--- config.mk ---
export PLATFORM = sky130hd
export DESIGN_NAME = sram_sdi_arbiter
export DESIGN_NICKNAME = d
export VERILOG_FILES = /design/src/rtl/sram_sdi_arbiter.sv
export SDC_FILE = /design/constraint.sdc
export NUM_CORES = 1
export LEC_CHECK = 0
export CAP_MARGIN = 15
export CORE_MARGIN = 5
export CORE_UTILIZATION = 52
export CTS_CLUSTER_DIAMETER = 50
export DETAILED_ROUTE_END_ITERATION = 10
export PLACE_DENSITY = 0.82
export SLEW_MARGIN = 20
export SYNTH_ARGS = -nofsm -noshare
export SYNTH_HDL_FRONTEND = slang
export SYNTH_SLANG_ARGS = --single-unit
--- constraint.sdc ---
create_clock -name clk -period 3.8 [get_ports clk]
set_clock_uncertainty 0.1 [all_clocks]
set_input_delay 0.38 -clock clk [delete_from_list [all_inputs] [get_ports clk]]
set_output_delay 0.38 -clock clk [all_outputs]
set_load 0.005 [all_outputs]
--- src/rtl/sram_sdi_arbiter.sv ---
// Two-port byte arbiter for a serial SRAM in SDI (2-bit) mode.
// Switches the SRAM to EDIO at reset, then serves ports round-robin.
module sram_sdi_arbiter (
  input  logic        clk,
  input  logic        rst_n,
  input  logic        a_req,
  input  logic        a_we,
  input  logic [16:0] a_addr,
  input  logic [7:0]  a_wdata,
  output logic        a_ack,
  output logic [7:0]  a_rdata,
  input  logic        b_req,
  input  logic        b_we,
  input  logic [16:0] b_addr,
  input  logic [7:0]  b_wdata,
  output logic        b_ack,
  output logic [7:0]  b_rdata,
  output logic        ready,
  output logic        sram_cs,
  output logic        sram_sck,
  output logic [1:0]  sram_d_out,
  output logic [1:0]  sram_d_oe,
  input  logic [1:0]  sram_d_in
);

  typedef enum logic [2:0] {
    INIT, IDLE, CMD, ADDR, DUMMY, DATA, DONE
  } state_t;

  state_t      state, state_n;
  logic [4:0]  cnt, cnt_n;
  logic [39:0] sh, sh_n;
  logic [7:0]  rx, rx_n;
  logic [7:0]  cmd;
  logic [7:0]  a_rdata_n, b_rdata_n;
  logic [1:0]  d_out_n, oe_n;
  logic        we_l, we_n;
  logic        gnt_b, gnt_n;
  logic        last_b, last_n;
  logic        ready_n, cs_n, sck_n;
  logic        a_ack_n, b_ack_n;
  logic        spi, act, drv;

  always_comb begin
    state_n   = state;
    cnt_n     = cnt + 5'd1;
    sh_n      = sh;
    rx_n      = rx;
    we_n      = we_l;
    gnt_n     = gnt_b;
    last_n    = last_b;
    ready_n   = ready;
    a_rdata_n = a_rdata;
    b_rdata_n = b_rdata;
    cmd       = 8'h03;
    unique case (state)
      INIT: begin
        if (cnt == 5'd17) begin
          state_n = IDLE;
          cnt_n   = '0;
          ready_n = 1'b1;
        end
      end
      IDLE: begin
        cnt_n = '0;
        if (ready && (a_req || b_req)) begin
          gnt_n   = b_req && (!a_req || !last_b);
          last_n  = gnt_n;
          we_n    = gnt_n ? b_we : a_we;
          cmd     = we_n ? 8'h02 : 8'h03;
          sh_n    = gnt_n ? {cmd, 7'd0, b_addr, b_wdata}
                          : {cmd, 7'd0, a_addr, a_wdata};
          state_n = CMD;
        end
      end
      CMD: begin
        if (cnt == 5'd7) begin
          state_n = ADDR;
          cnt_n   = '0;
        end
      end
      ADDR: begin
        if (cnt == 5'd23) begin
          state_n = we_l ? DATA : DUMMY;
          cnt_n   = '0;
        end
      end
      DUMMY: begin
        if (cnt == 5'd7) begin
          state_n = DATA;
          cnt_n   = '0;
        end
      end
      DATA: begin
        if (cnt[0] && !we_l)
          rx_n = {rx[5:0], sram_d_in};
        if (cnt == 5'd7) begin
          state_n = DONE;
          cnt_n   = '0;
          if (!we_l && gnt_b)
            b_rdata_n = rx_n;
          if (!we_l && !gnt_b)
            a_rdata_n = rx_n;
        end
      end
      DONE: begin
        state_n = IDLE;
        cnt_n   = '0;
      end
      default: state_n = INIT;
    endcase

    // Pins are registered from the next state; odd counts are SCK-high.
    spi     = state_n == INIT && cnt_n < 5'd16;
    act     = spi || state_n inside {CMD, ADDR, DUMMY, DATA};
    drv     = state_n inside {CMD, ADDR} || (state_n == DATA && we_n);
    cs_n    = !act;
    sck_n   = act && cnt_n[0];
    oe_n    = spi ? 2'b01 : (drv ? 2'b11 : 2'b00);
    a_ack_n = state_n == DONE && !gnt_n;
    b_ack_n = state_n == DONE && gnt_n;
    d_out_n = sram_d_out;
    if (act && !cnt_n[0]) begin
      if (spi) begin
        d_out_n = {1'b0, sh_n[39]};
        sh_n    = {sh_n[38:0], 1'b0};
      end else if (drv) begin
        d_out_n = sh_n[39:38];
        sh_n    = {sh_n[37:0], 2'b00};
      end else begin
        d_out_n = 2'b00;
      end
    end
  end

  always_ff @(posedge clk or negedge rst_n) begin
    if (!rst_n) begin
      state      <= INIT;
      cnt        <= 5'h1f;
      sh         <= {8'h3B, 32'd0};
      rx         <= '0;
      we_l       <= 1'b0;
      gnt_b      <= 1'b0;
      last_b     <= 1'b1;
      ready      <= 1'b0;
      sram_cs    <= 1'b1;
      sram_sck   <= 1'b0;
      sram_d_out <= 2'b00;
      sram_d_oe  <= 2'b00;
      a_ack      <= 1'b0;
      b_ack      <= 1'b0;
      a_rdata    <= '0;
      b_rdata    <= '0;
    end else begin
      state      <= state_n;
      cnt        <= cnt_n;
      sh         <= sh_n;
      rx         <= rx_n;
      we_l       <= we_n;
      gnt_b      <= gnt_n;
      last_b     <= last_n;
      ready      <= ready_n;
      sram_cs    <= cs_n;
      sram_sck   <= sck_n;
      sram_d_out <= d_out_n;
      sram_d_oe  <= oe_n;
      a_ack      <= a_ack_n;
      b_ack      <= b_ack_n;
      a_rdata    <= a_rdata_n;
      b_rdata    <= b_rdata_n;
    end
  end

endmodule

### M3 wires, run 1

The bar under the picture is 20 µm long.
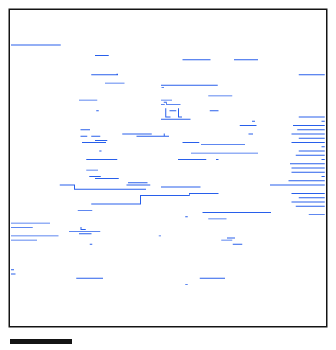
wire length on this layer: 631 µm
share of all routed wire: 5.8%
longest straight run: 22.8 µm
nets with wire on the layer: 63

### Placed standard cells, run 1

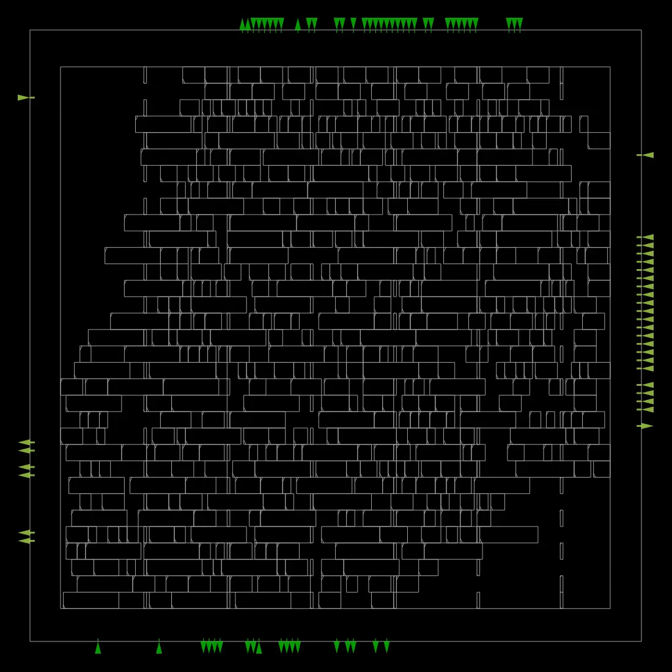
core area: 8180 µm²
Filler cells: 655
row cnt: 33
FF+latch count: 84

### Close-up of the layout, run 1

Region (31, 10) to (71, 50) µm. Cells in gray, sequential cells in the stronger gray; small squares are vias.
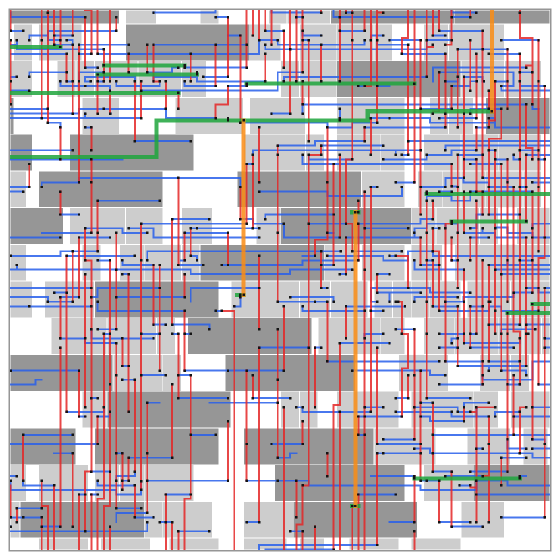
| color | layer |
|---|---|
| blue | met1 |
| red | met2 |
| orange | met4 |
| green | met3 |
most frequent: dfrtp_1 (15), nor2_1 (12), nand2_1 (10)
sequential cells in the window: 20
netlist names of flops here include: cnt (4), b_rdata (3), rx (2)
cells with their middle in the window: 118

==> results.json, run 1 <==
{
  "ys_async_sr_fraction_pct": 100,
  "setup_viol": 0,
  "wl_um": 10900,
  "cp.arrival_ns": 3.52,
  "dieArea_um2": 10300,
  "grt_usage_pct": 21.6,
  "die_width_um": 101,
  "combPwrFrac_pct": 7.0,
  "setup_slack_ns": 0.411,
  "nonClockInverterCount": 5,
  "hpwlAfterDp_um": 7450,
  "yosysWarnings": 0,
  "hold_violations": 57,
  "die_y_um": 101,
  "clockRootBuffer": "clkbuf_8",
  "swShare_pct": 22.4,
  "final_common_cell": "clkdlybuf4s50_1",
  "biggestCellCategory": "sequential cells",
  "cts_setup_buffers": 0,
  "cts_tree": "yes",
  "utilization_pct": 66.3,
  "critPathMaxFanout": 35,
  "syn_area_per_cell_um2": 9.38,
  "hold_path.class": "input pin to async pin",
  "ys_sh_simple_pct": 16.1,
  "first_pass_iters": 6,
  "openroad.warnings": 27,
  "final_antenna_net_count": 0,
  "ys_sh_aoi_pct": 24.7,
  "fin_crit_ns": 3.39,
  "violations": "negative hold slack",
  "ff_type": "dfrtp_1",
  "finish.instance_area_um2": 5420,
  "grt.overflow.total": 0,
  "crit_cells": 9,
  "p_int_mw": 1.35,
  "layout-drive-gt1-share_pct": 11.2,
  "final-nonclk-buf-share_pct": 16.7,
  "switchingPower_mw": 0.390,
  "status": "finished with violations",
  "rsz0062_at_grt": "no",
  "rr_endpoint": "sh[38]$_DFF_PN0_",
  "top_usage_layer": "met2",
  "nWellTaps": 105,
  "synth.top_cell.area_share_pct": 41.6,
  "holdBufCountCts": 0,
  "cp_num_buf_inv": 1,
  "max_clock_freq_ghz": 0.295,
  "grt_use_met3_pct": 3.37,
  "critPathSlowestCell": "dfstp_2",
  "area_growth_pct": 25.1,
  "yosys-stat-cells": 462,
  "power_combinational_mw": 0.122,
  "xor_area_share_pct": 0.606,
  "seq-power_mw": 0.909,
  "numCtsBuffers": 9,
  "routed.top_layer": "met4",
  "met3_length_um": 631,
  "clock_path_buffers": 2,
  "met2_usage_pct": 35.6,
  "worstMarginPinSlew_ns": 1.09,
  "worst_setup_path_start_kind": "register",
  "power.density_nw_per_um2": 321,
  "fin_cells": 640,
  "ys_area_um2": 4340,
  "top_cells_by_count": "nand2_1, dfrtp_1, nor2_1, a22oi_1, a21oi_1",
  "nClkBuffers": 9,
  "cp_cell_sequence": "ha_1 > nand4b_1 > o31ai_1 > nand2_1 > o41a_1 > inv_4 > mux2_1 > a22oi_1 > o21ai_1",
  "wire_per_inst_um": 17.1,
  "relSlewSlack_pct": 27.1,
  "clock_area_share_pct": 4.11,
  "place_ws_ns": 0.282,
  "yosysTopAreaCell": "dfrtp_1",
  "ys_ff": 84,
  "drc": 0,
  "muxShareOfSynthArea_pct": 4.42,
  "portBuffers": 82,
  "drv_slew": 0,
  "end_kind": "register",
  "mi_logic_area_um2": 2030,
  "ff2ff_setup_slack_ns": 0.41,
  "largest_register_ffs": 40,
  "ys_seq_share_pct": 48.8,
  "synthTopCellsByArea": "dfrtp_1, dfstp_2, nand2_1, a22oi_1, nor2_1",
  "sh_seq_area_pct": 39.0,
  "globalRouteMet1Util_pct": 28.9,
  "timing.hold.ws_ns": -0.0561,
  "globalplace.congestion": 0.794,
  "yosys.cell_count.top_type": "nand2_1",
  "synthesis.nets": 522
}
### Clock network drawn from the DEF, run 1

The bar under the picture is 20 µm long.
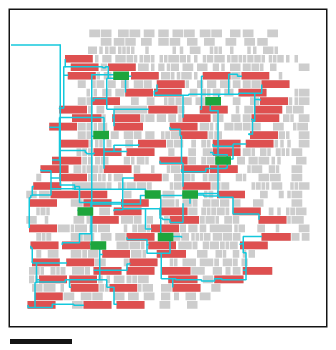

==> run 2, diff against run 1 <==
PLACE_DENSITY = 0.8   (was 0.82)
### Clock network drawn from the DEF, run 2

The bar under the picture is 20 µm long.
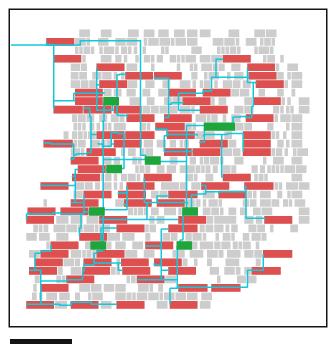
[cyan] clock wires | length: 966 µm
[green] cells driving clock nets | count: 9
[red] flip-flops | count: 84
routed clock nets: 10

### Close-up of the layout, run 2

Region (31, 10) to (71, 50) µm. Cells in gray, sequential cells in the stronger gray; small squares are vias.
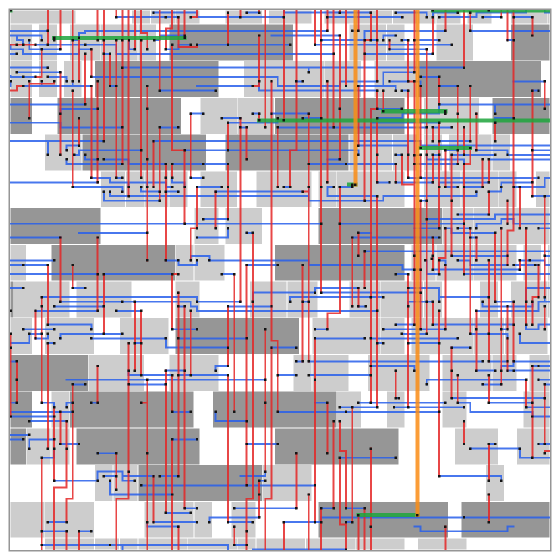
| color | layer |
|---|---|
| red | met2 |
| orange | met4 |
| blue | met1 |
| green | met3 |
netlist names of flops here include: b_rdata (3), cnt (3), rx (3)
most frequent: dfrtp_1 (16), nand2_1 (11), nor2_1 (9)
cells with their middle in the window: 106
sequential cells in the window: 20

==> run 2 against run 1 <==
The flow still finishes with violations (negative hold slack); sequential power is essentially flat; non-clock buffer count up 1; cell count is 0.16% higher; combinational power about the same; global-route usage down 0.45 points; worst hold slack improved by 0.010 ns; via count is 1.8% lower; synthesized area unchanged; total power is 8.1% lower; synthesized cell count is the same; cell area shrank 0.69%.
==> results.json, run 2 <==
{
  "status": "finished with violations",
  "violations": "negative hold slack",
  "synthTopCellsByArea": "dfrtp_1, dfstp_2, nand2_1, a22oi_1, nor2_1",
  "clock_area_share_pct": 3.25,
  "ff2ff_setup_slack_ns": 0.51,
  "timing.hold.ws_ns": -0.0456,
  "first_pass_iters": 5,
  "final-nonclk-buf-share_pct": 16.9,
  "grt_usage_pct": 21.1,
  "openroad.warnings": 27,
  "drv_slew": 0,
  "ys_area_um2": 4340,
  "ys_sh_aoi_pct": 24.7,
  "met3_length_um": 495,
  "met2_usage_pct": 33.1,
  "synthesis.nets": 522,
  "place_ws_ns": 0.365,
  "biggestCellCategory": "sequential cells",
  "combPwrFrac_pct": 7.7,
  "die_width_um": 101,
  "p_int_mw": 1.21,
  "largest_register_ffs": 40,
  "yosysWarnings": 0,
  "nFillCells": 643,
  "ys_seq_share_pct": 48.8,
  "final_antenna_net_count": 0,
  "synth.top_cell.area_share_pct": 41.6,
  "final_common_cell": "clkdlybuf4s50_1",
  "mi_logic_area_um2": 2030,
  "hpwlAfterDp_um": 7270,
  "top_usage_layer": "met2",
  "seq_cells": 84,
  "clockRootBuffer": "clkbuf_8",
  "nClkBuffers": 9,
  "ys_sh_simple_pct": 16.1,
  "grt_use_met3_pct": 3.93,
  "grt.overflow.total": 0,
  "fin_cells": 641,
  "hold_violations": 36,
  "holdBufCountCts": 0,
  "yosysTopAreaCell": "dfrtp_1",
  "cp_num_buf_inv": 1,
  "utilization_pct": 65.9,
  "sh_seq_area_pct": 39.3,
  "seq-power_mw": 0.908,
  "dieArea_um2": 10300,
  "worstMarginPinSlew_ns": 0.832,
  "drc": 0,
  "crit_cells": 9,
  "nWellTaps": 105,
  "hold_path.class": "input pin to async pin",
  "rsz0062_at_grt": "no",
  "portBuffers": 82,
  "die_y_um": 101,
  "worst_setup_path_start_kind": "register",
  "rr_endpoint": "sh[38]$_DFF_PN0_",
  "coreArea_um2": 8180,
  "power.density_nw_per_um2": 297,
  "top_cells_by_count": "nand2_1, dfrtp_1, nor2_1, a22oi_1, a21oi_1",
  "routed.top_layer": "met4",
  "end_kind": "register",
  "cp.arrival_ns": 3.42,
  "max_clock_freq_ghz": 0.304,
  "critPathSlowestCell": "dfstp_2",
  "wire_per_inst_um": 16.5,
  "muxShareOfSynthArea_pct": 4.42,
  "critPathMaxFanout": 19,
  "finish.instance_area_um2": 5390
}
### Routed metal, one color a layer, run 2

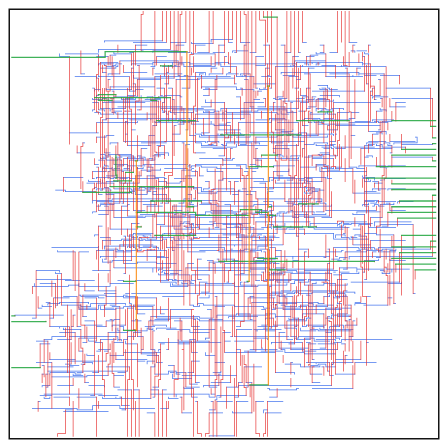
| color | layer | wire length |
|---|---|---|
| green | met3 | 496 µm |
| red | met2 | 5180 µm |
| blue | met1 | 4730 µm |
| orange | met4 | 173 µm |

Power figures rest on the tool's default switching activity, not on a simulated workload.
